<file path="src/rtl/simple_multicycle_ctrl.sv">
`default_nettype none
// ============================================================================
// Module   : simple_multicycle_ctrl
// Purpose  : Multi-cycle FETCH/DECODE/EXEC/MEM/WB control unit for SIMPLE.
//            Optional macro CU_PERF_CNT_EN adds the insn_count output.
// Revision : 1.0
// ============================================================================
module simple_multicycle_ctrl #(
  parameter int DATA_W = 16,
  parameter int REG_AW = 3
) (
  input  logic              CLOCK,
  input  logic              RESET,
  input  logic [15:0]       COMMAND,
  input  logic [3:0]        SZCV,
  input  logic              mem_ack,
  output logic [3:0]        S_ALU,
  output logic [DATA_W-1:0] immidiate,
  output logic [REG_AW-1:0] writeAddress,
  output logic              AR_MUX,
  output logic              BR_MUX,
  output logic              ADR_MUX,
  output logic              INPUT_MUX,
  output logic              write,
  output logic              ir_load,
  output logic              pc_inc,
  output logic              PC_load,
  output logic              mem_req,
  output logic              mem_we,
  output logic              szcv_load,
  output logic              halted
`ifdef CU_PERF_CNT_EN
  ,
  output logic [31:0]       insn_count
`endif
);

  typedef enum logic [2:0] {
    S_FETCH  = 3'd0,
    S_DECODE = 3'd1,
    S_EXEC   = 3'd2,
    S_MEM    = 3'd3,
    S_WB     = 3'd4,
    S_HALT   = 3'd5
  } state_t;

  state_t              r_state;
  state_t              w_next;
  logic [15:0]         r_ir;
  logic                r_mem_req;

  logic [3:0]          r_alu;
  logic [DATA_W-1:0]   r_imm;
  logic [2:0]          r_wa;
  logic                r_ar, r_br, r_inmux, r_wen, r_flag;
  logic                r_ld, r_st, r_b, r_bcc, r_halt;
  logic [2:0]          r_cond;

  logic [3:0]          w_alu;
  logic [DATA_W-1:0]   w_imm;
  logic [2:0]          w_wa;
  logic                w_ar, w_br, w_inmux, w_wen, w_flag;
  logic                w_ld, w_st, w_b, w_bcc, w_halt;

  logic [1:0]          w_op1;
  logic [3:0]          w_op3;
  logic [DATA_W-1:0]   w_sext;
  logic [DATA_W-1:0]   w_zext;
  logic                w_ack;
  logic                w_cond_true;
  logic                w_taken;
  logic                w_unused;

  assign w_op1  = r_ir[15:14];
  assign w_op3  = r_ir[7:4];
  assign w_sext = DATA_W'($signed(r_ir[7:0]));
  assign w_zext = DATA_W'(r_ir[3:0]);
  // A handshake only counts while our registered request is actually up
  assign w_ack  = r_mem_req & mem_ack;
  assign w_unused = SZCV[1];

  // Instruction decode from the latched instruction register
  always_comb begin
    w_alu   = 4'b1111;
    w_imm   = '0;
    w_wa    = 3'd0;
    w_ar    = 1'b0;
    w_br    = 1'b0;
    w_inmux = 1'b0;
    w_wen   = 1'b0;
    w_flag  = 1'b0;
    w_ld    = 1'b0;
    w_st    = 1'b0;
    w_b     = 1'b0;
    w_bcc   = 1'b0;
    w_halt  = 1'b0;
    case (w_op1)
      2'b00: begin
        w_alu = 4'b0000; w_imm = w_sext; w_wa = r_ir[13:11];
        w_ar  = 1'b1;    w_wen = 1'b1;   w_ld = 1'b1;
      end
      2'b01: begin
        w_alu = 4'b0000; w_imm = w_sext; w_ar = 1'b1; w_st = 1'b1;
      end
      2'b10: begin
        case (r_ir[13:11])
          3'b000: begin
            w_alu = 4'b1111; w_imm = w_sext; w_wa = r_ir[10:8]; w_wen = 1'b1;
          end
          3'b100: begin
            w_alu = 4'b0000; w_imm = w_sext; w_b = 1'b1;
          end
          3'b111: begin
            w_alu = 4'b0000; w_imm = w_sext; w_bcc = 1'b1;
          end
          default: ;
        endcase
      end
      default: begin
        w_alu = w_op3;
        w_ar  = 1'b1;
        w_br  = 1'b1;
        w_wa  = r_ir[10:8];
        case (w_op3)
          4'b0000, 4'b0001, 4'b0010, 4'b0011, 4'b0100, 4'b0110: begin
            w_wen = 1'b1; w_flag = 1'b1;
          end
          4'b0101: w_flag = 1'b1;
          4'b1000, 4'b1001, 4'b1010, 4'b1011: begin
            w_br = 1'b0; w_imm = w_zext; w_wen = 1'b1; w_flag = 1'b1;
          end
          4'b1100: begin
            w_wen = 1'b1; w_inmux = 1'b1;
          end
          4'b1111: w_halt = 1'b1;
          default: ;
        endcase
      end
    endcase
  end

  always_ff @(posedge CLOCK or negedge RESET) begin
    if (!RESET) begin
      r_state   <= S_FETCH;
      r_mem_req <= 1'b0;
    end else begin
      r_state   <= w_next;
      r_mem_req <= (w_next == S_FETCH) || (w_next == S_MEM);
    end
  end

  always_ff @(posedge CLOCK or negedge RESET) begin
    if (!RESET) begin
      r_ir    <= '0;
      r_alu   <= 4'b1111;
      r_imm   <= '0;
      r_wa    <= 3'd0;
      r_ar    <= 1'b0;
      r_br    <= 1'b0;
      r_inmux <= 1'b0;
      r_wen   <= 1'b0;
      r_flag  <= 1'b0;
      r_ld    <= 1'b0;
      r_st    <= 1'b0;
      r_b     <= 1'b0;
      r_bcc   <= 1'b0;
      r_halt  <= 1'b0;
      r_cond  <= 3'd0;
    end else begin
      if (ir_load) r_ir <= COMMAND;
      if (r_state == S_DECODE) begin
        r_alu   <= w_alu;
        r_imm   <= w_imm;
        r_wa    <= w_wa;
        r_ar    <= w_ar;
        r_br    <= w_br;
        r_inmux <= w_inmux;
        r_wen   <= w_wen;
        r_flag  <= w_flag;
        r_ld    <= w_ld;
        r_st    <= w_st;
        r_b     <= w_b;
        r_bcc   <= w_bcc;
        r_halt  <= w_halt;
        r_cond  <= r_ir[10:8];
      end
    end
  end

  // Branch condition evaluated on the live flags during WB
  always_comb begin
    w_cond_true = 1'b0;
    case (r_cond)
      3'b000: w_cond_true = SZCV[2];
      3'b001: w_cond_true = SZCV[3] ^ SZCV[0];
      3'b010: w_cond_true = SZCV[2] | (SZCV[3] ^ SZCV[0]);
      3'b011: w_cond_true = ~SZCV[2];
      default: w_cond_true = 1'b0;
    endcase
  end
  assign w_taken = r_b | (r_bcc & w_cond_true);

  always_comb begin
    w_next = r_state;
    case (r_state)
      S_FETCH:  if (w_ack) w_next = S_DECODE;
      S_DECODE: w_next = S_EXEC;
      S_EXEC: begin
        if (r_halt)            w_next = S_HALT;
        else if (r_ld || r_st) w_next = S_MEM;
        else                   w_next = S_WB;
      end
      S_MEM:    if (w_ack) w_next = r_st ? S_FETCH : S_WB;
      S_WB:     w_next = S_FETCH;
      S_HALT:   w_next = S_HALT;
      default:  w_next = S_FETCH;
    endcase
  end

  always_comb begin
    writeAddress      = '0;
    writeAddress[2:0] = r_wa;
  end

  assign S_ALU     = r_alu;
  assign immidiate = r_imm;
  assign AR_MUX    = r_ar;
  assign BR_MUX    = r_br;
  assign INPUT_MUX = r_inmux;
  assign ADR_MUX   = (r_state == S_MEM);
  assign mem_req   = r_mem_req;
  assign mem_we    = (r_state == S_MEM) & r_st;
  assign ir_load   = (r_state == S_FETCH) & w_ack;
  assign pc_inc    = (r_state == S_FETCH) & w_ack;
  assign szcv_load = (r_state == S_EXEC) & r_flag;
  assign write     = (r_state == S_WB) & r_wen;
  assign PC_load   = (r_state == S_WB) & w_taken;
  assign halted    = (r_state == S_HALT);

`ifdef CU_PERF_CNT_EN
  logic [31:0] r_insn_count;
  logic        w_insn_done;

  assign w_insn_done = (r_state == S_WB)
                     | ((r_state == S_MEM) & w_ack & r_st)
                     | ((r_state == S_EXEC) & r_halt);

  always_ff @(posedge CLOCK or negedge RESET) begin
    if (!RESET)           r_insn_count <= 32'd0;
    else if (w_insn_done) r_insn_count <= r_insn_count + 32'd1;
  end
  assign insn_count = r_insn_count;
`endif

endmodule
`default_nettype wire

</file>
<file path="config.mk">
export PLATFORM = sky130hd
export DESIGN_NAME = simple_multicycle_ctrl
export DESIGN_NICKNAME = d
export VERILOG_FILES = /design/src/rtl/simple_multicycle_ctrl.sv
export SDC_FILE = /design/constraint.sdc
export NUM_CORES = 1
export LEC_CHECK = 0
export ABC_AREA = 1
export CORE_ASPECT_RATIO = 1.75
export CORE_UTILIZATION = 36
export CTS_CLUSTER_DIAMETER = 120
export DETAILED_ROUTE_END_ITERATION = 8
export DONT_BUFFER_PORTS = 1
export PLACE_DENSITY = 0.48
export SLEW_MARGIN = 20
export SYNTH_ARGS = -nofsm -noshare
export SYNTH_HDL_FRONTEND = slang
export SYNTH_SLANG_ARGS = --single-unit
</file>
<file path="constraint.sdc">
create_clock -name CLOCK -period 1.6 [get_ports CLOCK]
set_input_delay 0.32 -clock CLOCK [delete_from_list [all_inputs] [get_ports CLOCK]]
set_output_delay 0.32 -clock CLOCK [all_outputs]
set_load 0.05 [all_outputs]
</file>
==> results.toml <==
# yosys + openroad results
[finish]
design.seq.count = 48
fin_area_um2 = 2840
seq_share_pct = 42.8
final_cell_mix = "nand2_1, dfrtp_1, inv_1"
antenna_cells = 0
drive_gt1_share_pct = 27.9
fin_util_pct = 48.3
layout_top_cell = "nand2_1"
largest_register_ffs = 16
n_all_inverters = 37
comb_cells = 161
dominant_cells = "sequential cells"
n_all_buffers = 43
comb_share_pct = 29.0
top_register = "r_ir"
nClkBuffers = 8

[drt]
viasPerCell = 4.73
drc = 0
wl_met2_um = 2920
dr.max_layer_used = "met4"
wirelength_um = 5210
vias = 1774
detail_route.wl_per_cell_um = 13.9
wl_met1_um = 2020
dr_wl_met3_um = 195
dr.pass1.iters = 4

[global_routing]
grt_overflow = 0
grt_use_met1_pct = 20.3
grt_pass1_vias = 1783
grt_pass1_wl_um = 8390
global_route.usage.met2_pct = 31.0
antenna_found_initial = 0
grt_max_degree = 49
top_usage_layer = "met2"

[critical_path]
start_kind = "flop"
path_max_fanout = 3
critPathCaptureType = "output port"
setup.worst_path.class = "reg2out"
r2r_cells = 10
cp.depth = 6
r2r_start = "r_cond[1]"
cp_num_buf_inv = 2
path_delay_family = "flip-flops"
required_ps = 1280
critical_path.slowest_cell = "dfrtp_1"
worstPathCellList = "buf_4, a21oi_2, nand2_1, nand3_2, a21oi_2, buf_6"
worst_path_largest_cell_delay_ps = 410
r2r-end = "r_cond[1]"
r2r_slack_ps = 30
critPathCapture = "PC_load"

[logic_synthesis]
ys_types = 25
synth-async-reset-ratio_pct = 100
synth_flops = 48
ys_seq_share_pct = 54.9
mappedNetlistNets = 285
top_area_cell = "dfrtp_1"
ys_sh_simple_pct = 21.6
synth_warnings = 0
ys_cells = 262
area_leaders = "dfrtp_1, nand2_1, inv_1, dfstp_2, o21ai_0"
ys_sh_mux_pct = 0
syn_inst = 262
synth_xor_xnor_area_share_pct = 0
synth-adder-area-share_pct = 0
top_cells_by_count = "nand2_1, dfrtp_1, inv_1"
ys_sh_aoi_pct = 11.8
top_area_share_pct = 50.1
ys_area_um2 = 2200
syn-cell-area_um2 = 2200
ff_type = "dfrtp_1"
logic_family = "simple AND/OR/NAND/NOR gates"
synth_dominant_cell_count = "nand2_1"

[timing]
tns_ps = -20.5
max_freq_mhz = 618
rsz0062_at_grt = "yes"
setup_slack_ps = -17.4
finalCriticalPeriod_ps = 1620
finalClockPeriodUsage_pct = 101
skew_ps = 7.12
setup_viol = 2
slew_viol_final = 0
timing.hold.ws_ps = 134

[pwr]
combPwrFrac_pct = 46.3
swShare_pct = 48.3
seq_power_share_pct = 42.4
power_frac_clock_pct = 11.3
power.switching_uw = 3100
clock_power_uw = 727
maxPowerGroup = "combinational cells"
totalPowerFinal_uw = 6430
power_density_nw_per_um2 = 2260
seq-power_uw = 2720
power.internal_uw = 3320

[floorplanning]
nWellTaps = 78
std_cell_rows = 37
die_h_um = 105
die_area_um2 = 6430
die.size.x_um = 61.1
ios = 58

[placed_design]
hpwlAfterDp_um = 3480
place_area_um2 = 2370
portBuffers = 0
gp_congestion = 0.835

[clock_network]
ctsResizeCount = 13
post_cts_buffers = 17
clk_latency_ps = 300
cts_hold_buf = 2
clkSlewWorstSetupHoldPaths_ps = 80
root_buffer = "clkbuf_8"
cts_buffer_depth = 2

[worst_hold_path]
holdPathStages = 2
min_from = "COMMAND[14]"
hold-path-endpoint = "r_ir[14]"
hp-class = "in2reg"

[run_status]
violations = "setup timing"
status = "finished, violations left"

[flow_run]
warning_count = 30
maxCapViolations = 0
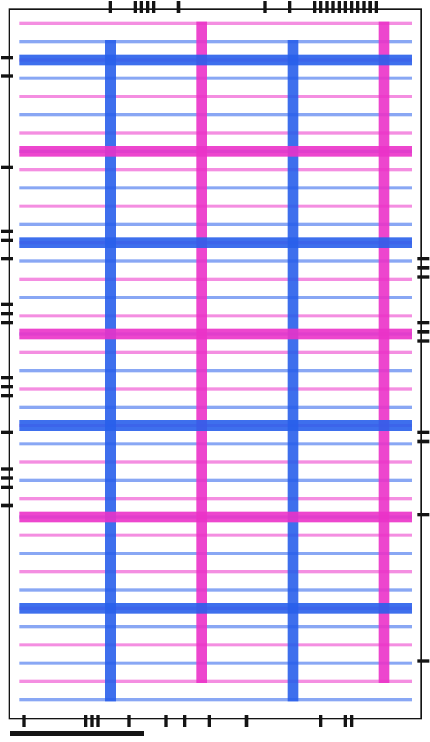
**Above:** power grid.
The bar under the picture is 20 um long. Pins as bars on the die edge.
legend:
  VSS:
    colour: blue
  VDD:
    colour: magenta
met4 straps: 4
met1 rails: 38
met5 straps: 7
core area: 5880 um^2
Peak VDD IR: 1.11 mV

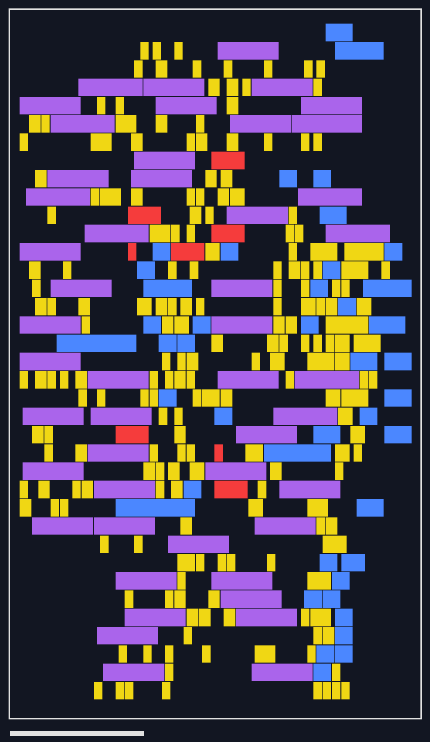
**Above:** placed cells, one colour a class.
The bar under the picture is 20 um long.
legend:
  clock drivers and dummy loads:
    colour: red
    cells: 8
    share_of_their_area: 3.3%
  remaining buffers and delay cells:
    colour: blue
    cells: 43
    share_of_their_area: 17%
  combinational and other logic:
    colour: yellow
    cells: 198
    share_of_their_area: 35%
  sequential cells:
    colour: purple
    cells: 48
    share_of_their_area: 44%

